==> images/registers.png <==
Other sequential cells in the stronger grey, the rest of the logic in the fainter grey.
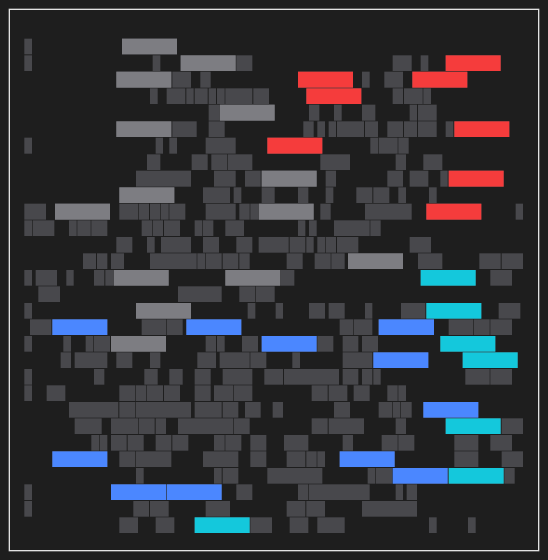
==> images/met1.png <==
Supply wires on this layer in grey.
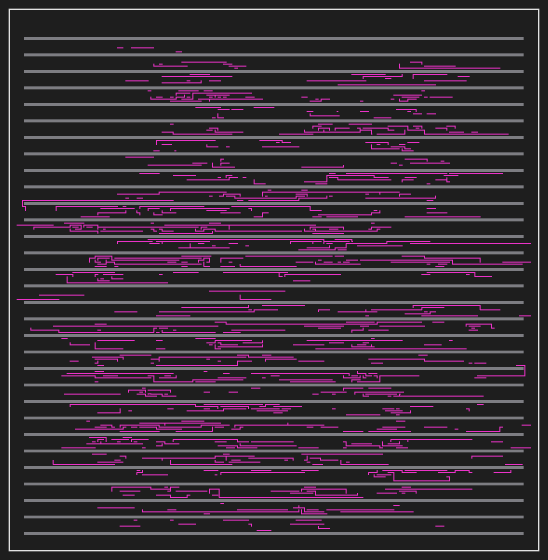
==> images/final_clocks.png <==
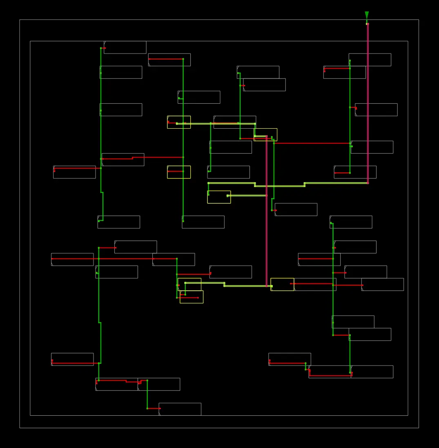
==> images/gate_families.png <==
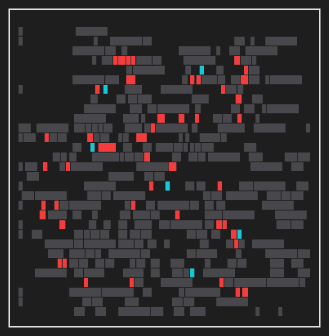
<file path="src/rtl/skew_meas_pkg.sv">
// Shared types for the skew measurement controller: FSM state encoding and counter widths.
package skew_meas_pkg;

    localparam int SETTLE_CNT_W = 8;

    typedef enum logic [2:0] {
        S_IDLE,
        S_CLEAR,
        S_SETTLE,
        S_SAMPLE,
        S_REPORT
    } skew_state_t;

endpackage

</file>
<file path="src/rtl/skew_meas_accum.sv">
// Sample statistics for one skew measurement: running sum, saturation flag and
// (with SKEW_MINMAX_EN defined) min/max tracking.
module skew_meas_accum #(
    parameter int STAGES = 64,
    parameter int CODE_W = 7,
    parameter int NLOG2  = 4
) (
    input  logic                    clk,
    input  logic                    rst_n,
    input  logic                    clr,
    input  logic                    en,
    input  logic [CODE_W-1:0]       code,
    output logic [CODE_W+NLOG2-1:0] acc,
`ifdef SKEW_MINMAX_EN
    output logic [CODE_W-1:0]       min_code,
    output logic [CODE_W-1:0]       max_code,
`endif
    output logic                    sat
);

    localparam int ACC_W = CODE_W + NLOG2;

    // ACC_W leaves NLOG2 bits of headroom, enough for 2^NLOG2 full-scale codes.
    always_ff @(posedge clk or negedge rst_n) begin
        if (!rst_n) begin
            acc <= '0;
            sat <= 1'b0;
        end else if (clr) begin
            acc <= '0;
            sat <= 1'b0;
        end else if (en) begin
            acc <= acc + ACC_W'(code);
            if (code == CODE_W'(STAGES))
                sat <= 1'b1;
        end
    end

`ifdef SKEW_MINMAX_EN
    always_ff @(posedge clk or negedge rst_n) begin
        if (!rst_n) begin
            min_code <= '0;
            max_code <= '0;
        end else if (clr) begin
            min_code <= '1;
            max_code <= '0;
        end else if (en) begin
            if (code < min_code) min_code <= code;
            if (code > max_code) max_code <= code;
        end
    end
`endif

endmodule

</file>
<file path="src/rtl/skew_meas_ctrl.sv">
// Skew TDC measurement sequencer: clear, settle, average 2^NLOG2 samples, report.
// Optional min/max statistics are built when SKEW_MINMAX_EN is defined.
module skew_meas_ctrl
    import skew_meas_pkg::*;
#(
    parameter int STAGES = 64,
    parameter int NLOG2  = 4,
    parameter int SETTLE = 4,
    localparam int CODE_W = $clog2(STAGES + 1),
    localparam int ACC_W  = CODE_W + NLOG2
) (
    input  logic              clk,
    input  logic              rst_n,
    input  logic              start,
    input  logic              abort,
    input  logic [CODE_W-1:0] code_in,
    output logic              tdc_clr,
    output logic              tdc_en,
    output logic              busy,
    output logic              res_valid,
    input  logic              res_ready,
    output logic [CODE_W-1:0] res_avg,
    output logic [CODE_W-1:0] res_min,
    output logic [CODE_W-1:0] res_max,
    output logic              res_sat
);

    localparam int NSAMP = 1 << NLOG2;
    localparam int SC_W  = NLOG2 + 1;

    skew_state_t             state;
    logic [SETTLE_CNT_W-1:0] settle_cnt;
    logic [SC_W-1:0]         samp_cnt;
    logic [ACC_W-1:0]        acc;
    logic                    sat;
`ifdef SKEW_MINMAX_EN
    logic [CODE_W-1:0]       min_code, max_code;
`endif

    skew_meas_accum #(
        .STAGES (STAGES),
        .CODE_W (CODE_W),
        .NLOG2  (NLOG2)
    ) u_accum (
        .clk      (clk),
        .rst_n    (rst_n),
        .clr      (state == S_CLEAR),
        .en       (state == S_SAMPLE),
        .code     (code_in),
        .acc      (acc),
`ifdef SKEW_MINMAX_EN
        .min_code (min_code),
        .max_code (max_code),
`endif
        .sat      (sat)
    );

    always_ff @(posedge clk or negedge rst_n) begin
        if (!rst_n) begin
            state      <= S_IDLE;
            settle_cnt <= '0;
            samp_cnt   <= '0;
            tdc_clr    <= 1'b0;
            tdc_en     <= 1'b0;
            busy       <= 1'b0;
            res_valid  <= 1'b0;
            res_avg    <= '0;
            res_sat    <= 1'b0;
`ifdef SKEW_MINMAX_EN
            res_min    <= '0;
            res_max    <= '0;
`endif
        end else if (abort && state != S_IDLE) begin
            state     <= S_IDLE;
            tdc_clr   <= 1'b0;
            tdc_en    <= 1'b0;
            busy      <= 1'b0;
            res_valid <= 1'b0;
        end else begin
            case (state)
                S_IDLE: if (start) begin
                    state   <= S_CLEAR;
                    tdc_clr <= 1'b1;
                    busy    <= 1'b1;
                end
                S_CLEAR: begin
                    state      <= S_SETTLE;
                    tdc_clr    <= 1'b0;
                    tdc_en     <= 1'b1;
                    settle_cnt <= '0;
                end
                S_SETTLE: begin
                    if (settle_cnt == SETTLE_CNT_W'(SETTLE - 1)) begin
                        state    <= S_SAMPLE;
                        samp_cnt <= '0;
                    end else begin
                        settle_cnt <= settle_cnt + 1'b1;
                    end
                end
                S_SAMPLE: begin
                    if (samp_cnt == SC_W'(NSAMP - 1)) begin
                        state  <= S_REPORT;
                        tdc_en <= 1'b0;
                    end else begin
                        samp_cnt <= samp_cnt + 1'b1;
                    end
                end
                S_REPORT: begin
                    // First REPORT cycle latches the statistics once the last sample has landed.
                    if (!res_valid) begin
                        res_valid <= 1'b1;
                        res_avg   <= CODE_W'(acc >> NLOG2);
                        res_sat   <= sat;
`ifdef SKEW_MINMAX_EN
                        res_min   <= min_code;
                        res_max   <= max_code;
`endif
                    end else if (res_ready) begin
                        state     <= S_IDLE;
                        res_valid <= 1'b0;
                        busy      <= 1'b0;
                    end
                end
                default: begin
                    state   <= S_IDLE;
                    tdc_clr <= 1'b0;
                    tdc_en  <= 1'b0;
                    busy    <= 1'b0;
                end
            endcase
        end
    end

`ifndef SKEW_MINMAX_EN
    assign res_min = '0;
    assign res_max = '0;
`endif

endmodule

</file>
<file path="config.mk">
export PLATFORM = sky130hd
export DESIGN_NAME = skew_meas_ctrl
export DESIGN_NICKNAME = d
export VERILOG_FILES = /design/src/rtl/skew_meas_pkg.sv /design/src/rtl/skew_meas_accum.sv /design/src/rtl/skew_meas_ctrl.sv
export SDC_FILE = /design/constraint.sdc
export NUM_CORES = 1
export LEC_CHECK = 0
export ABC_CLOCK_PERIOD_IN_PS = 1780
export CELL_PAD_IN_SITES_DETAIL_PLACEMENT = 0
export CELL_PAD_IN_SITES_GLOBAL_PLACEMENT = 1
export CORE_AREA = 2 2 85 87
export DETAILED_ROUTE_END_ITERATION = 8
export DIE_AREA = 0 0 87 89
export MAX_ROUTING_LAYER = met4
export PLACE_DENSITY_LB_ADDON = 0.1
export SYNTH_ARGS = -nofsm -noshare
export SYNTH_HDL_FRONTEND = slang
export SYNTH_SLANG_ARGS = --single-unit
</file>
<file path="constraint.sdc">
create_clock -name clk -period 1.78 [get_ports clk]
set_input_delay 0.356 -clock clk [delete_from_list [all_inputs] [get_ports clk]]
set_output_delay 0.356 -clock clk [all_outputs]
set_load 0.005 [all_outputs]
</file>
==> CHANGELOG.md <==
### Changed

* Status: complete, but fails checks
* Failing checks: setup timing
* Mapped Area at 2320 um^2
* Skew-Pair Late Insertion Delay at 290 ps
* Final WS setup at -48.3 ps
* CP Buf/Inv Count at 0
* CP delay by family, top: AND-OR/OR-AND gates
* IO Port Bufs at 23
* Async S/R FF share, synth at 1.00
* Number of vias per cell at 4.84
* Largest net degree at the start of global routing at 19
* IO Pins at 38
* CTS max path bufs at 2
* CP max stage cell: dfrtp_1
* Vias in the first global route at 1753
* Initial Util at 0.345
* N_diodes at 0
* First-pass GRT wire length at 8660 um
* Vias post-DR at 1870
* Routed length per placed instance at 13.1 um
* Root buf cell: clkbuf_8
* Setup violators final at 2
* Sink Count at 40
* Register area share after synthesis at 0.432
* Startpoint types: flip-flop
* Post-detailed-route count of antenna-violating nets at 0
* Hold WS at 479 ps
* Maxcap violations at 0
* Die height at 89 um
* Cell Rows at 30
* Final hold vios at 0
* Clock Power Share at 0.175
* Setup crit end kind: flip-flop
* Final GP Congestion at 0.796
* H-Tree Depth at 2
* Tally of OpenROAD warnings at 28
* Gate Count Post-Synth at 237
* GRT Overall Usage at 0.148
* Logic gate share of total power at 0.466
* Setup CP Type: flip-flop to flip-flop
* Yosys warning tally at 0
* Final Non-Filler Cells at 386
## Picture notes: registers.png
settle_cnt -> red  # placed flops 8, where top right
u_accum.acc -> blue  # placed flops 11
res_avg -> cyan  # placed flops 7

## Picture notes: met1.png
main direction = horizontal
nets with wire on the layer = 292

## Picture notes: final_clocks.png
Clock group: 658 uW
Num CTS Buffers: 5

## Picture notes: gate_families.png
NAND gates -> red  # cells 45, most used nand2_1
inverters -> cyan  # cells 6, most used inv_1

[power by group through the flow]
stage                     sequential, uW  combinational, uW  clock [uW]
after floorplan                     1250                970           0
after global placement              1350               1510           0
after detailed placement            1350               1500           0
after CTS                           1340               1620         689
after global routing                1390               1970         726
final                               1350               1750         658
[synth_stat cells (all sizes together) (5+ instances only)]
master	number	share of area
o21ai	17	0.037
a21oi	8	0.017
nor3	7	0.015
nand3	10	0.022
buf	19	0.062
nand2	28	0.045
mux2	8	0.039
inv	6	0.0097
o211ai	5	0.016
dfrtp	40	0.43
nor2	17	0.028
xor2	8	0.030
ha	10	0.054
[path summary, 6_finish.rpt]
kind | slack, ps | to | start | depth (start not counted)
hold / removal | 480 | u_accum.acc[5] | rst_n | 2
hold reg to reg | 510 | res_avg[0] | res_avg[0] | 1
max in group asynchronous | 750 | res_avg[6] | rst_n | 3
setup / recovery | -50 | u_accum.acc[8] | u_accum.acc[0] | 7
setup reg to reg | -50 | u_accum.acc[8] | u_accum.acc[0] | 7
min in group clk | 510 | res_avg[0] | res_avg[0] | 1
[stage by stage]
step	worst slack [ps]	utilization	TNS [ps]
after floorplan	9.45	-	0
after global placement	-513	0.431	-6620
after detailed placement	-548	0.431	-6380
after CTS	-33.8	0.459	-84.4
after global routing	-157	0.472	-546
final	-48.3	0.472	-71.2
[placed cells by master, fill, tap and decap left out, types with 7 or more instances in the layout]
cell type	synthesis	layout
clkdlybuf4s50_1	0	15
buf_4	14	46
nand3_1	10	10
xor2_1	8	8
conb_1	1	14
mux2_2	8	8
clkbuf_8	0	7
nand2_1	28	28
o21ai_0	14	13
dfrtp_1	40	40
nor2_1	17	16
[worst reg2reg max path, stage by stage, from the launching register on]
cell	delay (ps)
dfrtp_1	390
ha_2	190
fa_2	360
a211oi_2	280
o21ai_2	110
a21oi_2	190
or4_1	130
nand3_1	60
[flip-flops by register name (all words and copies together), names as in the netlist]
name	count
busy	1
res_avg	7
res_sat	1
res_valid	1
samp_cnt	5
settle_cnt	8
state	3
tdc_clr	1
tdc_en	1
u_accum.acc	11
u_accum.sat	1
[repair_timing]
action                                  4_1_cts  5_1_grt
endpoints found under the setup margin        9       15
resized                                      18       14
pin swaps                                     9       12
endpoints found under the hold margin        11        0
setup buffers                                 1        1
hold buffers                                  1        0
[final cells by class]
| class | instances | area [um^2] |
|---|---|---|
| inverters | 6 | 22.5 |
| fillers | 635 | 3550 |
| flip-flops and latches | 40 | 1000 |
| clock buffers | 7 | 96.3 |
| well taps | 80 | 100 |
| repair buffers | 71 | 596 |
| multi-input cells | 182 | 1360 |
[metal layers]
| layer | global-route usage | up-vias | routed length, um |
|---|---|---|---|
| met5 | - | - | 0 |
| met3 | 0.0305 | 5 | 185 |
| met2 | 0.210 | 38 | 2110 |
| met1 | 0.215 | 874 | 2680 |
| li1 | - | 953 | - |
| met4 | 0.0384 | 0 | 67 |
[kinds of logic after synthesis]
group                      after synthesis  share of synthesized area
other                                    1                    0.00162
and+or+nand+nor                         87                      0.202
buffers and inverters                   28                     0.0761
muxes                                    8                     0.0389
xor gates and xnor gates                12                     0.0486
DFF                                     40                      0.432
adders and majority gates               11                     0.0626
AOI/OAI and AO/OA                       50                      0.139
No activity file was given, so power comes from the tool's default toggle rates.
